File: config.mk
export PLATFORM = sky130hd
export DESIGN_NAME = bip_cpu_gen
export DESIGN_NICKNAME = d
export VERILOG_FILES = /design/src/rtl/bip_cpu_gen.sv
export SDC_FILE = /design/constraint.sdc
export NUM_CORES = 1
export LEC_CHECK = 0
export ABC_AREA = 1
export CAP_MARGIN = 15
export CORE_MARGIN = 5
export CORE_UTILIZATION = 25
export DETAILED_ROUTE_END_ITERATION = 7
export DONT_BUFFER_PORTS = 1
export REMOVE_ABC_BUFFERS = 1
export SYNTH_ARGS = -nofsm -noshare
export SYNTH_HDL_FRONTEND = slang
export SYNTH_SLANG_ARGS = --single-unit
export TNS_END_PERCENT = 100
File: constraint.sdc
create_clock -name i_clk -period 5.6 [get_ports i_clk]
set_input_delay 0.56 -clock i_clk [delete_from_list [all_inputs] [get_ports i_clk]]
set_output_delay 0.56 -clock i_clk [all_outputs]
set_load 0.1 [all_outputs]
File: src/rtl/bip_cpu_gen.sv
// Accumulator CPU: single-cycle immediate/branch instructions, memory
// instructions that stall in WAIT until the RAM signals completion.
module bip_cpu_gen #(
    parameter int N_BUS    = 16,
    parameter int N_OP     = 5,
    parameter int N_BUS_IN = 11
) (
    input  logic                i_clk,
    input  logic                i_reset,
    input  logic [N_BUS-1:0]    i_instr,
    input  logic [N_BUS-1:0]    i_Out_Data,
    input  logic                i_mem_ready,
    output logic [N_BUS_IN-1:0] o_PC,
    output logic [N_BUS_IN-1:0] o_Addr,
    output logic [N_BUS-1:0]    o_In_Data,
    output logic                o_WrRam,
    output logic                o_RdRam,
    output logic                o_halt,
    output logic [N_BUS-1:0]    o_acc
);

    localparam logic [1:0] ST_RUN  = 2'd0;
    localparam logic [1:0] ST_WAIT = 2'd1;
    localparam logic [1:0] ST_HALT = 2'd2;

    localparam logic [N_OP-1:0] OP_HLT  = N_OP'(0);
    localparam logic [N_OP-1:0] OP_STO  = N_OP'(1);
    localparam logic [N_OP-1:0] OP_LD   = N_OP'(2);
    localparam logic [N_OP-1:0] OP_LDI  = N_OP'(3);
    localparam logic [N_OP-1:0] OP_ADD  = N_OP'(4);
    localparam logic [N_OP-1:0] OP_ADDI = N_OP'(5);
    localparam logic [N_OP-1:0] OP_SUB  = N_OP'(6);
    localparam logic [N_OP-1:0] OP_SUBI = N_OP'(7);
    localparam logic [N_OP-1:0] OP_AND  = N_OP'(8);
    localparam logic [N_OP-1:0] OP_ANDI = N_OP'(9);
    localparam logic [N_OP-1:0] OP_OR   = N_OP'(10);
    localparam logic [N_OP-1:0] OP_ORI  = N_OP'(11);
    localparam logic [N_OP-1:0] OP_XOR  = N_OP'(12);
    localparam logic [N_OP-1:0] OP_XORI = N_OP'(13);
    localparam logic [N_OP-1:0] OP_JMP  = N_OP'(14);
    localparam logic [N_OP-1:0] OP_BEQ  = N_OP'(15);
    localparam logic [N_OP-1:0] OP_BNE  = N_OP'(16);

    logic [1:0]          r_state;
    logic [N_BUS_IN-1:0] r_pc;
    logic [N_BUS-1:0]    r_acc;
    logic [N_BUS-1:0]    r_ir;

    logic [1:0]          w_state_next;
    logic [N_BUS_IN-1:0] w_pc_next;
    logic [N_BUS-1:0]    w_acc_next;
    logic [N_BUS-1:0]    w_ir_next;

    logic [N_BUS-1:0]    w_cur_instr;
    logic [N_OP-1:0]     w_opcode;
    logic [N_BUS_IN-1:0] w_operand;
    logic [N_BUS-1:0]    w_imm;
    logic [N_BUS-1:0]    w_operand_b;
    logic [N_BUS-1:0]    w_alu;
    logic [N_BUS_IN-1:0] w_pc_inc;
    logic                w_is_mem;
    logic                w_is_store;
    logic                w_active;
    logic                w_branch_taken;

    // While waiting, the held instruction in IR drives decode so the
    // request and address stay stable even if the fetched word changes.
    always_comb begin
        w_cur_instr = (r_state == ST_WAIT) ? r_ir : i_instr;
        w_opcode    = w_cur_instr[N_BUS-1 -: N_OP];
        w_operand   = w_cur_instr[N_BUS_IN-1:0];
        w_imm       = {{(N_BUS-N_BUS_IN){w_operand[N_BUS_IN-1]}}, w_operand};
        w_pc_inc    = r_pc + N_BUS_IN'(1);
    end

    always_comb begin
        w_is_mem = 1'b0;
        case (w_opcode)
            OP_STO, OP_LD, OP_ADD, OP_SUB, OP_AND, OP_OR, OP_XOR: w_is_mem = 1'b1;
            default: w_is_mem = 1'b0;
        endcase
        w_is_store = (w_opcode == OP_STO);
    end

    always_comb begin
        w_active  = !i_reset && (r_state != ST_HALT);
        o_WrRam   = w_active && w_is_mem && w_is_store;
        o_RdRam   = w_active && w_is_mem && !w_is_store;
        o_Addr    = w_operand;
        o_In_Data = r_acc;
        o_acc     = r_acc;
        o_PC      = r_pc;
        o_halt    = (r_state == ST_HALT);
    end

    // Register and immediate forms share one ALU; only the B operand differs.
    always_comb begin
        w_operand_b = w_is_mem ? i_Out_Data : w_imm;
        w_alu       = r_acc;
        case (w_opcode)
            OP_LD,  OP_LDI:  w_alu = w_operand_b;
            OP_ADD, OP_ADDI: w_alu = r_acc + w_operand_b;
            OP_SUB, OP_SUBI: w_alu = r_acc - w_operand_b;
            OP_AND, OP_ANDI: w_alu = r_acc & w_operand_b;
            OP_OR,  OP_ORI:  w_alu = r_acc | w_operand_b;
            OP_XOR, OP_XORI: w_alu = r_acc ^ w_operand_b;
            default:         w_alu = r_acc;
        endcase
    end

    // Branch conditions look at the accumulator as it stands this cycle.
    always_comb begin
        w_branch_taken = 1'b0;
        case (w_opcode)
            OP_JMP:  w_branch_taken = 1'b1;
            OP_BEQ:  w_branch_taken = (r_acc == '0);
            OP_BNE:  w_branch_taken = (r_acc != '0);
            default: w_branch_taken = 1'b0;
        endcase
    end

    always_comb begin
        w_state_next = r_state;
        w_pc_next    = r_pc;
        w_acc_next   = r_acc;
        w_ir_next    = r_ir;
        case (r_state)
            ST_RUN: begin
                if (w_opcode == OP_HLT) begin
                    w_state_next = ST_HALT;
                end else if (w_is_mem) begin
                    if (i_mem_ready) begin
                        w_acc_next = w_alu;
                        w_pc_next  = w_pc_inc;
                    end else begin
                        w_state_next = ST_WAIT;
                        w_ir_next    = i_instr;
                    end
                end else begin
                    w_acc_next = w_alu;
                    w_pc_next  = w_branch_taken ? w_operand : w_pc_inc;
                end
            end
            ST_WAIT: begin
                if (i_mem_ready) begin
                    w_acc_next   = w_alu;
                    w_pc_next    = w_pc_inc;
                    w_state_next = ST_RUN;
                end
            end
            ST_HALT: begin
                w_state_next = ST_HALT;
            end
            default: begin
                w_state_next = ST_RUN;
            end
        endcase
    end

    always_ff @(posedge i_clk) begin
        if (i_reset) begin
            r_state <= ST_RUN;
            r_pc    <= '0;
            r_acc   <= '0;
            r_ir    <= '0;
        end else begin
            r_state <= w_state_next;
            r_pc    <= w_pc_next;
            r_acc   <= w_acc_next;
            r_ir    <= w_ir_next;
        end
    end

endmodule
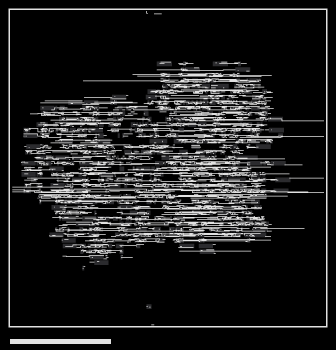
Fig. 1. Metal 1.
The bar under the picture is 50 um long. Cells faint in the background.
The wires run mostly horizontal. The layer holds 43% of the routed length.
met1 track demand over resource: 0.191
routed vias: 5394
final routed wirelength across all metal layers: 18.2 mm

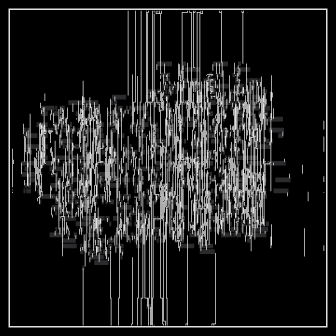
Fig. 2. Met2 routing.
Cells faint in the background.
The layer holds 45% of the routed length. The wires run mostly vertical. 650 nets have wire on it. The longest straight run is 65.6 um.
global routing met2 resource utilization: 0.233

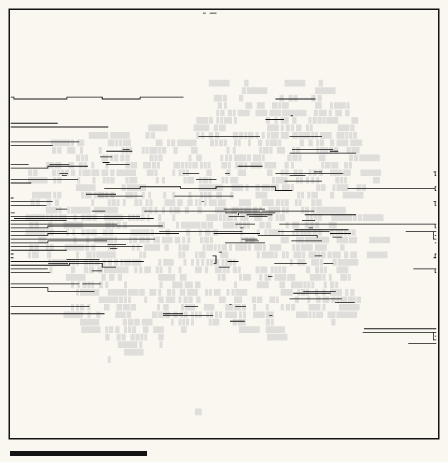
Fig. 3. Met3 routing.
The bar under the picture is 50 um long. Cells faint in the background.
The layer holds 11% of the routed length. 96 nets have wire on it.
met3 routing resource usage after global routing: 0.0516

==> flow_summary.json <==
{
  "avgViaCountPerCell": 4.97,
  "tritoncts": "built",
  "power_frac_clock": 0.147,
  "final_layout_size_suffix_gt1_frac": 0.143,
  "wirelength_per_cell_um": 16.8,
  "final_common_cell": "nand2_1",
  "setup_repair_after_global_routing_missed_its_margin": "false",
  "seqPwrFrac": 0.390,
  "grt-busiest-layer": "met2",
  "syn-cell-area_um2": 5320,
  "synth_area_leader_cell": "dfxtp_1",
  "nonClockBufferCount": 19,
  "wl_met2_mm": 8.14,
  "initialDrtViolationCount": 379,
  "max_slew_margin": 0.246,
  "boundaryPins": 92,
  "warning_count_from_the_yosys_run": 0,
  "finish.cell_count_without_fillers": 1085,
  "via_count_of_the_first_global_routing_pass": 4814,
  "clockRootBuffer": "clkbuf_16",
  "worstReg2RegStart": "r_state[0]",
  "grt_first_pass_wirelength_mm": 27.9,
  "synth-seq-area-share": 0.169,
  "data_arrival_time_at_the_worst_slack_endpoint_ns": 4.83,
  "grt_start_max_net_pins": 34,
  "h-tree-depth": 2,
  "final-hold-violation-count": 0,
  "drt_pass_1_iters": 5,
  "critical-path-max-stage-delay_ns": 0.55,
  "end_kind": "flop",
  "vdd_ir_drop_max_v": 0.000208,
  "initial_utilization": 0.254,
  "timing.critical_path.required_ns": 5.80,
  "combinational_cell_power_mw": 1.12,
  "worst_hold_end": "o_In_Data[12]",
  "die.size.x_um": 156,
  "cellPowerDensity_nw_per_um2": 421,
  "topRoutingLayerUsed": "met4",
  "min_delay_src": "i_reset",
  "critical-path-slowest-cell": "dfxtp_1",
  "comb_power_share": 0.464,
  "topCellsByArea": "dfxtp_1 17%, ha_1 11%, nand2_1 11%",
  "timing.critical_path.buf_inv": 3,
  "p_clk_mw": 0.353,
  "enable_flop_cells": 0,
  "place.gp.congestion": 0.873,
  "timing.setup.critical_path_class": "reg2reg",
  "sequential_cell_total": 45,
  "maxCapViolCount": 0,
  "finalCriticalPeriod_ns": 4.63,
  "run_status": "completed",
  "final_cell_area_um2": 5720,
  "hold_path_class": "in2reg",
  "route.antenna.remaining_nets": 0,
  "clk_share": 0.0287,
  "p_total_mw": 2.41,
  "leakage_nw": 2.65,
  "finClkSkew_ns": 0.00527,
  "layout.area.top_class": "multi-input combinational cells",
  "dominant_power_group": "combinational logic",
  "async_reset_ff_frac": 0,
  "pre_cts_slack_ns": 1.03,
  "post_synth.cell_area_avg_um2": 6.40,
  "numPortBuffers": 0,
  "met1_routed_wirelength_after_detailed_routing_mm": 7.83,
  "min_path_cells": 1,
  "cts_hold_buf": 0,
  "number_of_library_cell_types_mapped_by_synthesis": 51,
  "postCtsResizedCells": 0,
  "ys_chip_area_um2": 5320,
  "floorplan.tapcells": 275,
  "post-synth-top-count-cell": "nand2_1",
  "nMultiInputCombCells": 633,
  "insertion_delay_ns": 0.31,
  "multi_input_comb_area_um2": 3740,
  "placed_cell_area_um2": 5550,
  "synth.comb.largest_family": "simple AND/OR/NAND/NOR gates",
  "clk_pin_slew_ns": 0.07,
  "crit_path_end": "o_In_Data[11]",
  "max-clock-path-buffers": 2,
  "num-nets-final": 893,
  "seqCellArea_um2": 921,
  "grt_antenna_before_repair": 0,
  "synth.ff_latch_count": 45,
  "dp_hpwl_mm": 13.9,
  "seqAreaFraction": 0.161,
  "die.size.y_um": 156,
  "syn_inst": 831,
  "crit_path_start_kind": "flop",
  "syn2layout_area_growth_pct": 7.58,
  "layout.core_utilization": 0.273,
  "startpoint": "r_state[0]",
  "fin_setup_tns_ns": 0,
  "grt_overflow": 0,
  "setup-violations-final": 0,
  "r2r_cells": 28,
  "fp-row-count": 53,
  "aoi_share": 0.242,
  "top_cell_area_share": 0.169,
  "fin_ws_ns": 0.972,
  "total_switching_power_mw": 1.46,
  "final_min_period_over_clock_period": 0.826,
  "critical_path_depth": 28,
  "timing.final.max_slew_violations": 0,
  "synthTopCellsByCount": "149 x nand2_1, 98 x inv_1, 83 x o21ai_0, 80 x nor2_1, 64 x a21oi_1",
  "comb-cell-share": 0.655,
  "core_area_um2": 21000
}
